<file path="config.mk">
export PLATFORM = sky130hd
export DESIGN_NAME = keypad_scanner
export DESIGN_NICKNAME = d
export VERILOG_FILES = /design/src/rtl/keypad_scanner.sv
export SDC_FILE = /design/constraint.sdc
export NUM_CORES = 1
export LEC_CHECK = 0
export CAP_MARGIN = 20
export CORE_ASPECT_RATIO = 1.2
export CORE_UTILIZATION = 25
export DETAILED_ROUTE_END_ITERATION = 16
export GPL_TIMING_DRIVEN = 1
export SYNTH_ARGS = -nofsm -noshare
export SYNTH_HDL_FRONTEND = slang
export SYNTH_SLANG_ARGS = --single-unit
</file>
<file path="constraint.sdc">
create_clock -name clk_i -period 3.2 [get_ports clk_i]
set_clock_uncertainty 0.1 [all_clocks]
set_input_delay 0.48 -clock clk_i [delete_from_list [all_inputs] [get_ports clk_i]]
set_output_delay 0.48 -clock clk_i [all_outputs]
set_load 0.01 [all_outputs]
</file>
<file path="src/rtl/keypad_scanner.sv">
// 4x4 membrane keypad scanner: drives one row low at a time, debounces full frames and
// reports newly pressed keys. Optional build macro: KEYPAD_GHOST_REJECT_EN.
module keypad_scanner #(
  parameter int NumRows       = 4,
  parameter int NumCols       = 4,
  parameter int RowDwell      = 1000,
  parameter int DebounceScans = 4
) (
  input  logic                                  clk_i,
  input  logic                                  rst_ni,
  output logic [NumRows-1:0]                    row_o,
  input  logic [NumCols-1:0]                    col_i,
  output logic [NumRows*NumCols-1:0]            keys_o,
  output logic                                  key_event_o,
  output logic [$clog2(NumRows*NumCols)-1:0]    key_code_o,
  output logic                                  state_o
);

  localparam int NumKeys = NumRows * NumCols;
  localparam int CodeW   = $clog2(NumKeys);
  localparam int RowW    = (NumRows > 1) ? $clog2(NumRows) : 1;
  localparam int DwellW  = $clog2(RowDwell);
  localparam int StableW = $clog2(DebounceScans + 1);

  typedef enum logic {
    DRIVE  = 1'b0,
    COMMIT = 1'b1
  } state_e;

  state_e               state_q, state_d;
  logic [RowW-1:0]      row_q, row_d;
  logic [DwellW-1:0]    dwell_q, dwell_d;
  logic [NumKeys-1:0]   raw_q, raw_d;
  logic [NumKeys-1:0]   prev_q, prev_d;
  logic [StableW-1:0]   stable_q, stable_d;
  logic [NumKeys-1:0]   keys_d;
  logic                 event_d;
  logic [CodeW-1:0]     code_d;
  logic [NumRows-1:0]   row_o_d;
  logic [NumKeys-1:0]   new_bits;
  logic [NumCols-1:0]   col_meta, col_sync;
  logic                 ghost;

  // Columns are pulled up, so the synchronizer idles at all-ones (nothing pressed).
  always_ff @(posedge clk_i or negedge rst_ni) begin
    if (!rst_ni) begin
      col_meta <= '1;
      col_sync <= '1;
    end else begin
      col_meta <= col_i;
      col_sync <= col_meta;
    end
  end

`ifdef KEYPAD_GHOST_REJECT_EN
  assign ghost = ($countones(raw_q) >= 3);
`else
  assign ghost = 1'b0;
`endif

  always_comb begin
    state_d  = state_q;
    row_d    = row_q;
    dwell_d  = dwell_q;
    raw_d    = raw_q;
    prev_d   = prev_q;
    stable_d = stable_q;
    keys_d   = keys_o;
    event_d  = 1'b0;
    code_d   = key_code_o;
    new_bits = '0;
    case (state_q)
      DRIVE: begin
        if (dwell_q == DwellW'(RowDwell - 1)) begin
          raw_d[row_q*NumCols +: NumCols] = ~col_sync;
          if (row_q == RowW'(NumRows - 1)) begin
            state_d = COMMIT;
          end else begin
            row_d   = row_q + 1'b1;
            dwell_d = '0;
          end
        end else begin
          dwell_d = dwell_q + 1'b1;
        end
      end
      COMMIT: begin
        // A ghost frame neither advances nor seeds the debounce history.
        if (ghost) begin
          stable_d = '0;
        end else begin
          prev_d = raw_q;
          if (raw_q == prev_q) begin
            stable_d = (stable_q >= StableW'(DebounceScans)) ? StableW'(DebounceScans)
                                                              : stable_q + 1'b1;
          end else begin
            stable_d = StableW'(1);
          end
        end
        if (!ghost && stable_d == StableW'(DebounceScans)) begin
          keys_d   = raw_q;
          new_bits = raw_q & ~keys_o;
          if (|new_bits) begin
            event_d = 1'b1;
            for (int i = NumKeys - 1; i >= 0; i--) begin
              if (new_bits[i]) code_d = CodeW'(i);
            end
          end
        end
        row_d   = '0;
        dwell_d = '0;
        state_d = DRIVE;
      end
      default: state_d = DRIVE;
    endcase
    row_o_d = (state_d == COMMIT) ? '1 : ~(NumRows'(1) << row_d);
  end

  always_ff @(posedge clk_i or negedge rst_ni) begin
    if (!rst_ni) begin
      state_q     <= DRIVE;
      row_q       <= '0;
      dwell_q     <= '0;
      raw_q       <= '0;
      prev_q      <= '0;
      stable_q    <= '0;
      keys_o      <= '0;
      key_event_o <= 1'b0;
      key_code_o  <= '0;
      row_o       <= '1;
    end else begin
      state_q     <= state_d;
      row_q       <= row_d;
      dwell_q     <= dwell_d;
      raw_q       <= raw_d;
      prev_q      <= prev_d;
      stable_q    <= stable_d;
      keys_o      <= keys_d;
      key_event_o <= event_d;
      key_code_o  <= code_d;
      row_o       <= row_o_d;
    end
  end

  assign state_o = (state_q == COMMIT);

endmodule

</file>
### Drive-strength map

The bar under the picture is 20 um long.
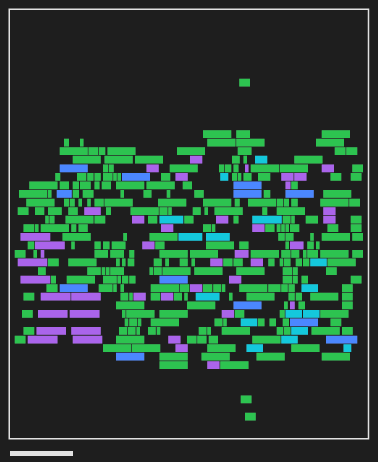
Green shows drive 1 or less, cells 272, share 80%, most used dfrtp_1. Cyan shows drive 3 to 4, cells 16, share 4.7%, most used mux2_4. Purple shows drive 2, cells 42, share 12%, most used mux2_2. Blue shows drive 6 and up, cells 12, share 3.5%, most used clkbuf_16.

### Clock distribution

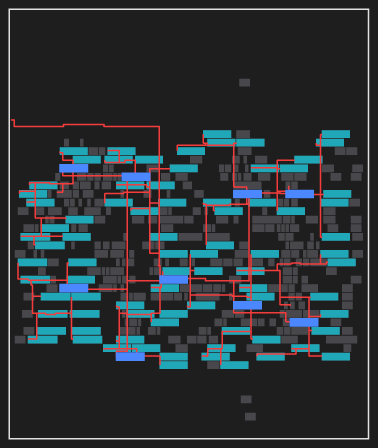
Red shows clock wires, length 1,040 um. Cyan shows flip-flops, count 81. Blue shows cells driving clock nets, count 9.
There are 10 routed clock nets.

==> flow_summary.json <==
{
  "dr.first_iter.drc_count": 85,
  "fp.dieH_um": 136,
  "grt_most_used_layer": "met2",
  "path_clk_slew_ns": 0.06,
  "crit_cells": 5,
  "rsz0062_at_grt": "no",
  "pre_cts_slack_ns": 0.788,
  "path_cells": "xor2_1 -> nor4_4 -> nand4_4 -> nor2_4 -> mux2_2",
  "sw_frac_of_total": 0.200,
  "synthSimpleGateAreaFrac": 0.142,
  "clockBufferDepth": 2,
  "r2r_start": "raw_q[10]",
  "power.group.top": "sequential cells",
  "n_antenna_cell": 0,
  "p_int_mw": 1.63,
  "clkCellAreaFrac": 0.0622,
  "leakage_nw": 2.09,
  "top_cell": "dfrtp_1",
  "end_kind": "flip-flop",
  "ff_count": 81,
  "p_seq_frac": 0.509,
  "design_area_um2": 4590,
  "antenna_found_initial": 0,
  "worst_slack_ns": 0.805,
  "violations": "negative hold slack",
  "wl_met3_um": 312,
  "comb_cells": 201,
  "setup.worst_path.class": "flip-flop to flip-flop",
  "drt-total-wl_um": 7430,
  "finalSetupTns_ns": 0,
  "comb_area_frac": 0.354,
  "syn_area_per_cell_um2": 12.5,
  "powerComb_mw": 0.0283,
  "drt_pass1_iterations": 6,
  "ant_nets": 0,
  "wire_per_inst_um": 13.7,
  "clk_latency_ns": 0.34,
  "cap_viol_max_count": 0,
  "hold_violations": 8,
  "synth_seq_share": 0.546,
  "grtUsageMet1": 0.138,
  "bufAreaShareNonClock": 0.0748,
  "edf_count": 0,
  "gp_routability_congestion": 0.773,
  "grt_pass1_vias": 2464,
  "syn_inst": 298,
  "cts_setup_buffers": 0,
  "tool_warnings": 34,
  "inverters": 11,
  "most-common-layout-cells": "dfrtp_1, clkdlybuf4s50_1, nand2_1, mux2_2, xor2_1",
  "yosysChipArea_um2": 3740,
  "cpPeakStageDelay_ns": 0.53,
  "maxUsedRoutingLayer": "met4",
  "portBuffers": 31,
  "ys_types": 46,
  "endpoint": "keys_o[2]",
  "n_all_buffers": 33,
  "synthArstFlopShare": 1.00,
  "crit_required_ns": 3.32,
  "whs_ns": -0.0123,
  "clock-sinks": 81,
  "syn_area_um2": 3740,
  "layout.nets": 353,
  "ys_cells": 298,
  "groute.usage.overall": 0.108,
  "crit_start": "raw_q[10]",
  "finalClockPeriodUsage": 0.749,
  "ys_sh_xor": 0.0562,
  "cts-htree-levels": 3,
  "synthMuxAreaShare": 0.113,
  "synth_top_area_share": 0.462,
  "die_x_um": 114,
  "topCellsByArea": "dfrtp_1, dfstp_2, mux2_2",
  "cp-start-kind": "flip-flop",
  "detail_route.wirelength.met1_um": 3490,
  "vias_per_cell": 4.31,
  "outcome": "finished, violations left",
  "ys_sh_adder": 0.0335,
  "dr_wl_met2_um": 3490,
  "fin_crit_ns": 2.40,
  "setup_viol": 0,
  "logic_area_um2": 1620,
  "peakVddDrop_v": 0.000295,
  "numSynthFlops": 81,
  "syn_to_final_growth_pct": 22.7,
  "switching_power_mw": 0.408,
  "syn_nets": 314
}
### Sequential cells grouped by signal name

The bar under the picture is 20 um long. Other sequential cells in the stronger grey, the rest of the logic in the fainter grey.
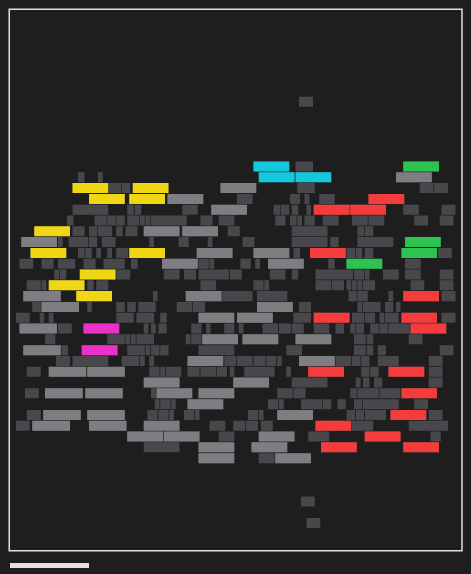
Yellow shows dwell_q, placed flops 10, where left middle. Red shows keys_o, placed flops 16. Cyan shows stable_q, placed flops 3. Green shows key_code_o, placed flops 4, where right middle. Magenta shows row_q, placed flops 2.
Another 46 sequential cells are not coloured.
flop share of the area: 0.445
FF/Latch Area: 2040 um2
Seq group: 1.04 mW
Final Util: 0.317

### Placed standard cells

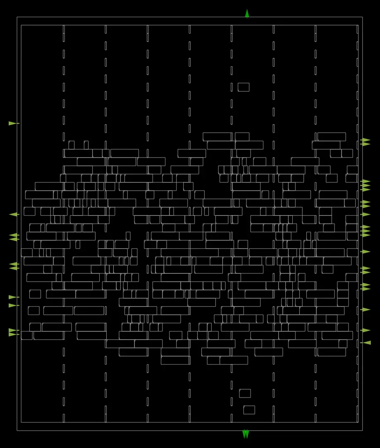
row count: 48
tapcell count: 200
Core ar.: 14,500 um2
fillers: 1,456

Power and IR drop assume default switching activity.
